met3.png
Bar = 20 µm.
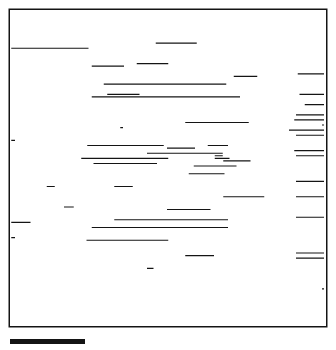
met2.png
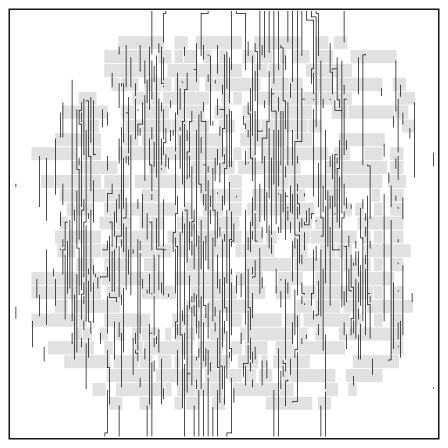
===== src/rtl/sdcfifo_wr_packer.sv =====
// sdcfifo_wr_packer
// Write-side front end for the flagless register dual-clock FIFO (WCLK domain).
// Packs IW-bit samples into DW-bit words (lane 0 in the LSBs) and drives the
// FIFO's enq/din/WRST. Each sof restarts the frame and pulses WRST. At most
// LEN = 1<<LEN_LOG words are enqueued per frame; extra words set the sticky ovf.
//
// Optional feature macro: PAD_FLUSH_EN
//   When defined, an eof that leaves a partial word flushes it zero-padded,
//   subject to the same LEN cap and ovf rule. When undefined, the partial
//   word at eof is discarded silently.
//
// Handshake: there is no back-pressure. ivld qualifies idat in the cycle it is
// high; enq qualifies din in the cycle it is high and must be consumed then.
//
// state_o exposes the FSM state (0=IDLE, 1=FILL, 2=DONE) for debug/checking.
module sdcfifo_wr_packer #(
    parameter int IW      = 8,
    parameter int DW      = 32,
    parameter int LEN_LOG = 2
) (
    input  logic               WCLK,
    input  logic               RST_X,
    input  logic               sof,
    input  logic               eof,
    input  logic               ivld,
    input  logic [IW-1:0]      idat,
    output logic               WRST,
    output logic               enq,
    output logic [DW-1:0]      din,
    output logic [LEN_LOG:0]   wcnt,
    output logic               ovf,
    output logic               busy,
    output logic [1:0]         state_o
);

    localparam int RATIO = DW / IW;
    localparam int LW    = (RATIO > 1) ? $clog2(RATIO) : 1;
    localparam logic [LW-1:0]    LANE_LAST = LW'(RATIO - 1);
    localparam logic [LEN_LOG:0] LEN_V     = (LEN_LOG + 1)'(1 << LEN_LOG);

    typedef enum logic [1:0] {
        ST_IDLE = 2'd0,
        ST_FILL = 2'd1,
        ST_DONE = 2'd2
    } state_t;

    state_t           state_q, state_d;
    logic [LW-1:0]    lane_q, lane_d;
    logic [DW-1:0]    acc_q, acc_d;
    logic [LEN_LOG:0] wcnt_q, wcnt_d;
    logic             ovf_q, ovf_d;
    logic             enq_q, enq_d;
    logic [DW-1:0]    din_q, din_d;
    logic             wrst_q, wrst_d;

    // Per-cycle working values of the combinational process.
    logic [DW-1:0]    word_v;
    logic [LW-1:0]    lane_nx;
    logic             push_v;

    // Next-state, packing and LEN-capped enqueue decision.
    always_comb begin
        state_d = state_q;
        lane_d  = lane_q;
        acc_d   = acc_q;
        wcnt_d  = wcnt_q;
        ovf_d   = ovf_q;
        enq_d   = 1'b0;
        din_d   = din_q;
        wrst_d  = 1'b0;
        word_v  = acc_q;
        lane_nx = lane_q;
        push_v  = 1'b0;

        if (sof) begin
            // New frame: any partial word is dropped; a same-cycle sample
            // becomes lane 0 of the new frame.
            state_d = ST_FILL;
            wrst_d  = 1'b1;
            wcnt_d  = '0;
            ovf_d   = 1'b0;
            acc_d   = '0;
            lane_d  = '0;
            if (ivld) begin
                acc_d[IW-1:0] = idat;
                lane_d        = LW'(1);
            end
        end else if (state_q == ST_FILL) begin
            if (ivld) begin
                // Starting a word clears the upper lanes so a flushed
                // partial word is zero-padded.
                if (lane_q == '0) begin
                    word_v = '0;
                end
                word_v[lane_q*IW +: IW] = idat;
                if (lane_q == LANE_LAST) begin
                    lane_nx = '0;
                    push_v  = 1'b1;
                end else begin
                    lane_nx = lane_q + 1'b1;
                end
            end
            acc_d  = word_v;
            lane_d = lane_nx;

            if (eof) begin
                state_d = ST_DONE;
                lane_d  = '0;
`ifdef PAD_FLUSH_EN
                if (lane_nx != '0) begin
                    push_v = 1'b1;
                end
`endif
            end

            if (push_v) begin
                if (wcnt_q < LEN_V) begin
                    enq_d  = 1'b1;
                    din_d  = word_v;
                    wcnt_d = wcnt_q + 1'b1;
                end else begin
                    ovf_d  = 1'b1;
                end
            end
        end
    end

    // State and output registers; async active-low reset.
    always_ff @(posedge WCLK or negedge RST_X) begin
        if (!RST_X) begin
            state_q <= ST_IDLE;
            lane_q  <= '0;
            acc_q   <= '0;
            wcnt_q  <= '0;
            ovf_q   <= 1'b0;
            enq_q   <= 1'b0;
            din_q   <= '0;
            wrst_q  <= 1'b0;
        end else begin
            state_q <= state_d;
            lane_q  <= lane_d;
            acc_q   <= acc_d;
            wcnt_q  <= wcnt_d;
            ovf_q   <= ovf_d;
            enq_q   <= enq_d;
            din_q   <= din_d;
            wrst_q  <= wrst_d;
        end
    end

    assign WRST    = wrst_q;
    assign enq     = enq_q;
    assign din     = din_q;
    assign wcnt    = wcnt_q;
    assign ovf     = ovf_q;
    assign busy    = (state_q == ST_FILL);
    assign state_o = state_q;

endmodule


===== config.mk =====
export PLATFORM = sky130hd
export DESIGN_NAME = sdcfifo_wr_packer
export DESIGN_NICKNAME = d
export VERILOG_FILES = /design/src/rtl/sdcfifo_wr_packer.sv
export SDC_FILE = /design/constraint.sdc
export NUM_CORES = 1
export LEC_CHECK = 0
export CAP_MARGIN = 15
export CORE_MARGIN = 4
export CORE_UTILIZATION = 52
export DETAILED_ROUTE_END_ITERATION = 6
export GPL_ROUTABILITY_DRIVEN = 0
export PLACE_DENSITY = 0.77
export SETUP_SLACK_MARGIN = 0.5
export SLEW_MARGIN = 25
export SYNTH_ARGS = -nofsm -noshare
export SYNTH_HDL_FRONTEND = slang
export SYNTH_SLANG_ARGS = --single-unit
export TNS_END_PERCENT = 5

===== constraint.sdc =====
create_clock -name WCLK -period 2.87 [get_ports WCLK]
set_clock_uncertainty 0.2 [all_clocks]
set_input_delay 0.574 -clock WCLK [delete_from_list [all_inputs] [get_ports WCLK]]
set_output_delay 0.574 -clock WCLK [all_outputs]
set_load 0.1 [all_outputs]

==> run_results.csv <==
group,metric,value,unit
finish,combGateArea,1170,µm²
critical_path,cp.required,2.95,ns
finish,fillerInstances,459,
final_timing,finalClockPeriodUsage,0.785,
power_and_ir_drop,power,2360,µW
critical_path,reg2reg_depth,5,
finish,signal_buffers,64,
cts,cts_tree,"yes",
finish,clock_buffer_count,15,
floorplan,coreArea,5540,µm²
final_timing,max_freq,444,MHz
final_timing,grt_setup_unrepaired,"true",
route,wirelength_met1,3.02,mm
final_timing,hold_ws,0.0876,ns
synthesis,syn_nets,280,
synthesis,ys_seq_elements,66,
final_timing,slew_violations,0,
floorplan,floorplanUtilization,0.541,
status,status,"complete, no violations",
route,routedWlPerCell,19.0,µm
synthesis,area_leaders,"dfrtp_1, a32oi_1, a21oi_1",
floorplan,die_w,83.9,µm
finish,area_share_nonclk_buffers,0.142,
placed_design,port_buffers,53,
synthesis,ys_warn_count,0,
placed_design,place_area,3450,µm²
About met3.png:
main direction = horizontal
nets with wire on the layer = 39
share of all routed wire = 7.0%
wire length on this layer = 506 µm

About met2.png:
longest straight run = 47.3 µm
wire length on this layer = 3,640 µm
nets with wire on the layer = 285
DRT Wirelength: 7.26 mm
met2 usage: 0.339
vias post-DR: 2,352

-- power breakdown --
group	total (µW)	internal, µW	switching [µW]
Clock	763	431	332
Sequential	1020	981	34.8
Combinational	578	132	446
-- logic make-up after synthesis --
kind of cell,share of synthesized area
buffers and inverters,0.0622
multiplexers,0.00709
flip-flops,0.551
AND-OR/OR-AND,0.286
AND/OR/NAND/NOR,0.0693
adder cells (fa/ha/maj),0.0250
-- registers in the layout (all words and copies together) (netlist names) --
signal,count
acc_q,24
enq,1
lane_q,2
state_o,2
ovf,1
WRST,1
wcnt,3
din,32
-- routing by layer --
metal / up-vias / track usage
met1: 1168 / 0.284
met3: 9 / 0.0405
li1: 1097 / -
met5: - / 0
met2: 78 / 0.339
met4: 0 / 0.0819
Power and IR drop assume default switching activity.
